### Clock distribution

Scale: 4 px per µm.
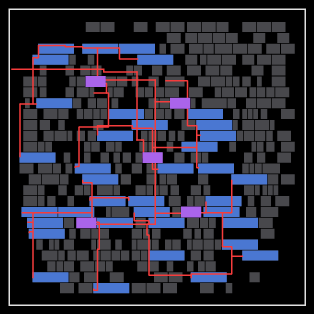
### I/O nets highlighted

Scale: 4 px per µm.
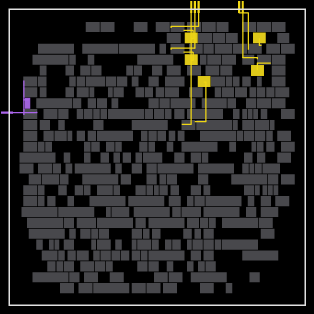
### Met3 routing

Scale: 6 px per µm.
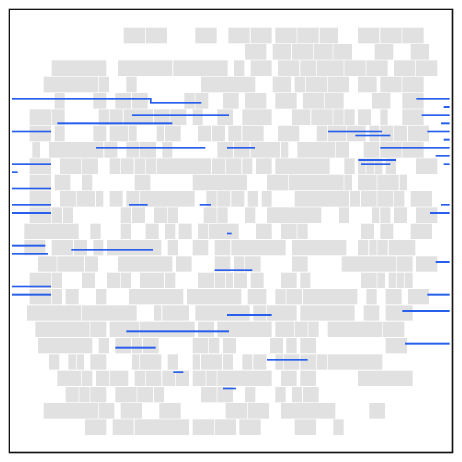
### Cell density map

Scale: 4 px per µm. The die is cut into 7 by 7 equal tiles; dark blue is low, red is high, 0 to 100% covered.
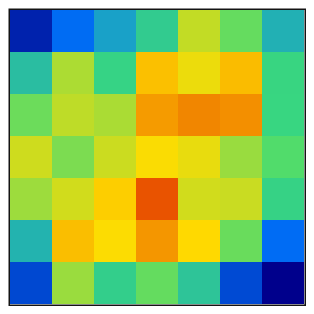
### Track usage over the die

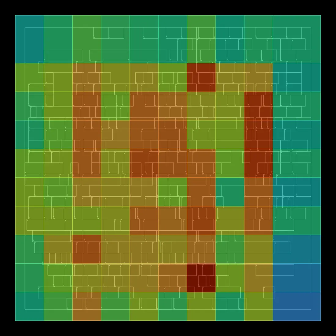
==> src/rtl/ex_hazard_ctrl_if.sv <==
// Signal bundle between the EX-stage hazard sequencer and the pipeline/UART.
// The sequencer connects via the slave modport; the pipeline/UART side via master.
interface ex_hazard_ctrl_if #(
  parameter int unsigned CNT_W = 32
) ();
  logic             id_valid;
  logic [4:0]       id_rs;
  logic [4:0]       id_rt;
  logic             id_uses_rt;
  logic             ex_RegWrite;
  logic             ex_MemRead;
  logic [4:0]       ex_rdist;
  logic             ex_UARTtoReg;
  logic             ex_RegtoUART;
  logic             mem_branch_taken;
  logic             uart_rx_valid;
  logic             uart_tx_ready;
  logic             perf_clr;
  logic             uart_rx_ack;
  logic             uart_tx_valid;
  logic             stall_if;
  logic             stall_id;
  logic             stall_ex;
  logic             bubble_ex;
  logic             flush_id;
  logic             flush_ex;
  logic [CNT_W-1:0] stall_cycles;

  modport master (
    output id_valid, id_rs, id_rt, id_uses_rt, ex_RegWrite, ex_MemRead, ex_rdist,
           ex_UARTtoReg, ex_RegtoUART, mem_branch_taken, uart_rx_valid,
           uart_tx_ready, perf_clr,
    input  uart_rx_ack, uart_tx_valid, stall_if, stall_id, stall_ex, bubble_ex,
           flush_id, flush_ex, stall_cycles
  );

  modport slave (
    input  id_valid, id_rs, id_rt, id_uses_rt, ex_RegWrite, ex_MemRead, ex_rdist,
           ex_UARTtoReg, ex_RegtoUART, mem_branch_taken, uart_rx_valid,
           uart_tx_ready, perf_clr,
    output uart_rx_ack, uart_tx_valid, stall_if, stall_id, stall_ex, bubble_ex,
           flush_id, flush_ex, stall_cycles
  );
endinterface

==> src/rtl/ex_hazard_ctrl.sv <==
// EX-stage sequencer: load-use bubbles, UART wait stalls and branch flushes,
// with Mealy outputs and a saturating stall-cycle counter.
module ex_hazard_ctrl #(
  parameter int unsigned FLUSH_CYCLES = 1,
  parameter int unsigned CNT_W        = 32
) (
  input  logic                  clk,
  input  logic                  rstn,
  ex_hazard_ctrl_if.slave       bus
);

  typedef enum logic [1:0] {RUN, RX_WAIT, TX_WAIT, FLUSH} state_t;

  localparam logic [2:0] FLUSH_RELOAD = 3'(FLUSH_CYCLES - 1);

  state_t           state_q, state_d;
  logic [2:0]       fcnt_q, fcnt_d;
  logic [CNT_W-1:0] stall_cnt_q;
  logic             load_use;
  logic             rx_ack, tx_valid, st_if, st_id, st_ex, bubble, fl_id, fl_ex;

  assign load_use = bus.ex_MemRead && bus.ex_RegWrite && (bus.ex_rdist != 5'd0) &&
                    bus.id_valid &&
                    ((bus.id_rs == bus.ex_rdist) ||
                     (bus.id_uses_rt && (bus.id_rt == bus.ex_rdist)));

  always_ff @(posedge clk or negedge rstn) begin
    if (!rstn) begin
      state_q <= RUN;
      fcnt_q  <= '0;
    end else begin
      state_q <= state_d;
      fcnt_q  <= fcnt_d;
    end
  end

  always_comb begin
    state_d = state_q;
    fcnt_d  = fcnt_q;
    if (state_q != FLUSH && bus.mem_branch_taken) begin
      // A taken branch abandons any UART wait; the flushed instruction never completes.
      if (FLUSH_CYCLES > 1) begin
        state_d = FLUSH;
        fcnt_d  = FLUSH_RELOAD;
      end else begin
        state_d = RUN;
      end
    end else begin
      case (state_q)
        RUN: begin
          if (bus.ex_UARTtoReg) begin
            if (!bus.uart_rx_valid) state_d = RX_WAIT;
          end else if (bus.ex_RegtoUART) begin
            if (!bus.uart_tx_ready) state_d = TX_WAIT;
          end
        end
        RX_WAIT: if (bus.uart_rx_valid) state_d = RUN;
        TX_WAIT: if (bus.uart_tx_ready) state_d = RUN;
        FLUSH: begin
          if (bus.mem_branch_taken) begin
            fcnt_d = FLUSH_RELOAD;
          end else if (fcnt_q <= 3'd1) begin
            state_d = RUN;
            fcnt_d  = '0;
          end else begin
            fcnt_d = fcnt_q - 3'd1;
          end
        end
        default: state_d = RUN;
      endcase
    end
  end

  // Outputs are forced low while reset is held, independent of the clock.
  always_comb begin
    rx_ack   = 1'b0;
    tx_valid = 1'b0;
    st_if    = 1'b0;
    st_id    = 1'b0;
    st_ex    = 1'b0;
    bubble   = 1'b0;
    fl_id    = 1'b0;
    fl_ex    = 1'b0;
    if (rstn) begin
      if (state_q == FLUSH || bus.mem_branch_taken) begin
        fl_id = 1'b1;
        fl_ex = 1'b1;
      end else begin
        case (state_q)
          RUN: begin
            if (bus.ex_UARTtoReg) begin
              if (bus.uart_rx_valid) rx_ack = 1'b1;
              else {st_if, st_id, st_ex} = 3'b111;
            end else if (bus.ex_RegtoUART) begin
              if (bus.uart_tx_ready) tx_valid = 1'b1;
              else {st_if, st_id, st_ex} = 3'b111;
            end else if (load_use) begin
              {st_if, st_id, bubble} = 3'b111;
            end
          end
          RX_WAIT: begin
            if (bus.uart_rx_valid) rx_ack = 1'b1;
            else {st_if, st_id, st_ex} = 3'b111;
          end
          TX_WAIT: begin
            if (bus.uart_tx_ready) tx_valid = 1'b1;
            else {st_if, st_id, st_ex} = 3'b111;
          end
          default: ;
        endcase
      end
    end
  end

  always_ff @(posedge clk or negedge rstn) begin
    if (!rstn) begin
      stall_cnt_q <= '0;
    end else if (bus.perf_clr) begin
      stall_cnt_q <= '0;
    end else if (st_if && !(&stall_cnt_q)) begin
      stall_cnt_q <= stall_cnt_q + 1'b1;
    end
  end

  assign bus.uart_rx_ack   = rx_ack;
  assign bus.uart_tx_valid = tx_valid;
  assign bus.stall_if      = st_if;
  assign bus.stall_id      = st_id;
  assign bus.stall_ex      = st_ex;
  assign bus.bubble_ex     = bubble;
  assign bus.flush_id      = fl_id;
  assign bus.flush_ex      = fl_ex;
  assign bus.stall_cycles  = stall_cnt_q;

endmodule
==> src/flat_wrapper.sv <==
// flat-port wrapper written by rule: the top's interface ports become plain ports
module ex_hazard_ctrl_flat 
#(
  parameter int unsigned FLUSH_CYCLES = 1,
  parameter int unsigned CNT_W        = 32
)
  (clk, rstn, bus_id_valid, bus_id_rs, bus_id_rt, bus_id_uses_rt, bus_ex_RegWrite, bus_ex_MemRead, bus_ex_rdist, bus_ex_UARTtoReg, bus_ex_RegtoUART, bus_mem_branch_taken, bus_uart_rx_valid, bus_uart_tx_ready, bus_perf_clr, bus_uart_rx_ack, bus_uart_tx_valid, bus_stall_if, bus_stall_id, bus_stall_ex, bus_bubble_ex, bus_flush_id, bus_flush_ex, bus_stall_cycles);
  ex_hazard_ctrl_if #(.CNT_W(CNT_W)) bus_i ();
  input  logic clk;
  input  logic rstn;
  input wire logic [$bits(bus_i.id_valid)-1:0] bus_id_valid;
  input wire logic [$bits(bus_i.id_rs)-1:0] bus_id_rs;
  input wire logic [$bits(bus_i.id_rt)-1:0] bus_id_rt;
  input wire logic [$bits(bus_i.id_uses_rt)-1:0] bus_id_uses_rt;
  input wire logic [$bits(bus_i.ex_RegWrite)-1:0] bus_ex_RegWrite;
  input wire logic [$bits(bus_i.ex_MemRead)-1:0] bus_ex_MemRead;
  input wire logic [$bits(bus_i.ex_rdist)-1:0] bus_ex_rdist;
  input wire logic [$bits(bus_i.ex_UARTtoReg)-1:0] bus_ex_UARTtoReg;
  input wire logic [$bits(bus_i.ex_RegtoUART)-1:0] bus_ex_RegtoUART;
  input wire logic [$bits(bus_i.mem_branch_taken)-1:0] bus_mem_branch_taken;
  input wire logic [$bits(bus_i.uart_rx_valid)-1:0] bus_uart_rx_valid;
  input wire logic [$bits(bus_i.uart_tx_ready)-1:0] bus_uart_tx_ready;
  input wire logic [$bits(bus_i.perf_clr)-1:0] bus_perf_clr;
  output wire logic [$bits(bus_i.uart_rx_ack)-1:0] bus_uart_rx_ack;
  output wire logic [$bits(bus_i.uart_tx_valid)-1:0] bus_uart_tx_valid;
  output wire logic [$bits(bus_i.stall_if)-1:0] bus_stall_if;
  output wire logic [$bits(bus_i.stall_id)-1:0] bus_stall_id;
  output wire logic [$bits(bus_i.stall_ex)-1:0] bus_stall_ex;
  output wire logic [$bits(bus_i.bubble_ex)-1:0] bus_bubble_ex;
  output wire logic [$bits(bus_i.flush_id)-1:0] bus_flush_id;
  output wire logic [$bits(bus_i.flush_ex)-1:0] bus_flush_ex;
  output wire logic [$bits(bus_i.stall_cycles)-1:0] bus_stall_cycles;
  assign bus_i.id_valid = bus_id_valid;
  assign bus_i.id_rs = bus_id_rs;
  assign bus_i.id_rt = bus_id_rt;
  assign bus_i.id_uses_rt = bus_id_uses_rt;
  assign bus_i.ex_RegWrite = bus_ex_RegWrite;
  assign bus_i.ex_MemRead = bus_ex_MemRead;
  assign bus_i.ex_rdist = bus_ex_rdist;
  assign bus_i.ex_UARTtoReg = bus_ex_UARTtoReg;
  assign bus_i.ex_RegtoUART = bus_ex_RegtoUART;
  assign bus_i.mem_branch_taken = bus_mem_branch_taken;
  assign bus_i.uart_rx_valid = bus_uart_rx_valid;
  assign bus_i.uart_tx_ready = bus_uart_tx_ready;
  assign bus_i.perf_clr = bus_perf_clr;
  assign bus_uart_rx_ack = bus_i.uart_rx_ack;
  assign bus_uart_tx_valid = bus_i.uart_tx_valid;
  assign bus_stall_if = bus_i.stall_if;
  assign bus_stall_id = bus_i.stall_id;
  assign bus_stall_ex = bus_i.stall_ex;
  assign bus_bubble_ex = bus_i.bubble_ex;
  assign bus_flush_id = bus_i.flush_id;
  assign bus_flush_ex = bus_i.flush_ex;
  assign bus_stall_cycles = bus_i.stall_cycles;
  ex_hazard_ctrl #(.FLUSH_CYCLES(FLUSH_CYCLES), .CNT_W(CNT_W)) u_core (.clk(clk), .rstn(rstn), .bus(bus_i));
endmodule
==> config.mk <==
export PLATFORM = sky130hd
export DESIGN_NAME = ex_hazard_ctrl_flat
export DESIGN_NICKNAME = d
export VERILOG_FILES = /design/src/rtl/ex_hazard_ctrl_if.sv /design/src/rtl/ex_hazard_ctrl.sv /design/src/flat_wrapper.sv
export SDC_FILE = /design/constraint.sdc
export NUM_CORES = 1
export LEC_CHECK = 0
export CAP_MARGIN = 40
export CORE_MARGIN = 2
export CORE_UTILIZATION = 50
export DETAILED_ROUTE_END_ITERATION = 10
export PLACE_DENSITY = 0.83
export SYNTH_ARGS = -nofsm -noshare
export SYNTH_HDL_FRONTEND = slang
export SYNTH_SLANG_ARGS = --single-unit
==> constraint.sdc <==
create_clock -name clk -period 4.6 [get_ports clk]
set_input_delay 0.69 -clock clk [delete_from_list [all_inputs] [get_ports clk]]
set_output_delay 0.69 -clock clk [all_outputs]
set_load 0.05 [all_outputs]
==> run notes <==
yosys + openroad results -> largest net degree at the start of global routing=around 63, dpl hpwl=roughly 4300 µm, fill count=about 390, Final Cell Area=approximately 0.0032 mm², Via-to-Cell Ratio=roughly 6.2, setup slack, reg-to-reg=between 1.5 and 2 ns, Clock Tree Buf Depth=2, final worst-path cycle share=81.57%, number of cells on the critical path=7, CP most frequent cell=clkdlybuf4s50_1, M2 GR Usage=40.28%, Area leader share=38.20%, global-route wire length before repair=slightly above 10000 µm, Die Width=~74 µm, Worst slew margin=a little under half, Simple Share, Synth=a little under a third, top cells by count, synth=37 x dfrtp_1, 32 x a21oi_1, 22 x o31ai_1, Register-to-Register Path Depth=7, routed via count=~2400, Worst Setup EP=bus_stall_id, post-synthesis cell count=279, GR Util met1=a little under a third, design internal power=0.4978 mW, RSZ-0062 raised after global routing=no, yosys synthesis chip area=between 0.002 and 0.0025 mm², Largest cell class=combinational gates, gr ovfl total=0, comb_multi_in=213, Switch Pwr=~0.18 mW, CTS tree=done, Dominant comb cell=simple AND/OR/NAND/NOR gates, aoi share=between 10% and 20%, DIE AREA=around 0.0054 mm², max reg flops=32, placed cell areas=around 0.0031 mm², CP Data Required Time=~3.9 ns, Min Hold Slack=roughly 0.48 ns, ANT nets after route=0, clock net sink count=37, Placement Rows=25, total of max-cap violations=0, Final Slew Violations=0, WL final=between 6000 and 7000 µm, Comb group=roughly 0.11 mW, Worst path top cell family by delay=buffers and inverters, Crit Reg-Reg Startpoint=u_core.bus.stall_cycles[0], 1st-iter DRT viols=between 150 and 200, register area=~930 µm², Mapped Area=approximately 0.0024 mm², final setup fails=0, switch share=between 20% and 30%, comb. cell area=0.001370 mm², CORE AREA=roughly 0.0047 mm², power consumption=0.6739 mW, LEAKAGE=1.196 nW, Logic pwr share=15.6%, syn avg cell area=8.687 µm², Inst Count DP=380, Top pwr grp=registers, Synthesized registers=37, run status=complete, no violations, area leader, netlist=dfrtp_1, fmax=between 0.2 and 0.3 GHz, CP max-delay cell=clkdlybuf4s50_1, CP arrival=between 3 and 4 ns, fraction of layout cells with a size suffix above 1=about 6%, Ys Warns=0, Final #Nets=about 360, post-route DRC violation count=0, Multiplexer share=less than 1%, most frequent cells in the layout=65 x clkdlybuf4s50_1, 37 x dfrtp_1, 32 x a21oi_1, flop count=37, CTS root buffer=clkbuf_8, CTS clk-pin slew, worst paths=0.07 ns, Crit Path Category=in2out, CP max stage delay=approximately 0.8 ns, XORs/XNORs by Area=under 10%, routed wl met2=a little over 3000 µm, Crit. Startpoint=bus_ex_rdist[3], CTS Buf Count=5, Worst-Margin Slew=between 0.7 and 0.8 ns, dominant register cell=dfrtp_1, logic share of the area=43.33%, initial core utilization=a little over 50%, # diodes=0, vias in the first global route=between 2000 and 2500, iteration count of the initial detailed-routing pass=4, bufs w/o clock=71, worst-path fanout max=3, Worst Setup Start Kind=input port
About 'Clock distribution':
Red stands for clock wires, length 483 µm. Purple stands for clock-net drivers, count 5. Blue stands for flip-flops, count 37.
Position of the flops: widely spread.
Layout Skew: 0.006238 ns
clk pwr: 0.229 mW
Worst-Skew Late Latency: 0.29 ns
clock power share: 34.0%

About 'I/O nets highlighted':
Purple stands for `bus_stall_if`, direction output, edge left, end cells 1, buffers 1, wire 16.0 µm. Yellow stands for `bus_id_rs`, direction input, edge top, end cells 5, buffers 5, wire 115 µm.
Port Buffers: 66
Ports: 67

About 'Met3 routing':
The layer holds 4.7% of the routed length. The wires run mostly horizontal. 39 nets have wire on it. The layer carries 287 µm of wire.

About 'Cell density map':
The emptiest ninth of the die: bottom right. The mean over all tiles is 57%. The densest ninth of the die: middle. 2.0% of the tiles are nearly empty.

About 'Track usage over the die':
Routed WL per cell: 15.78 µm
busiest grt layer: met2

Power is estimated from default activity; no workload was simulated.
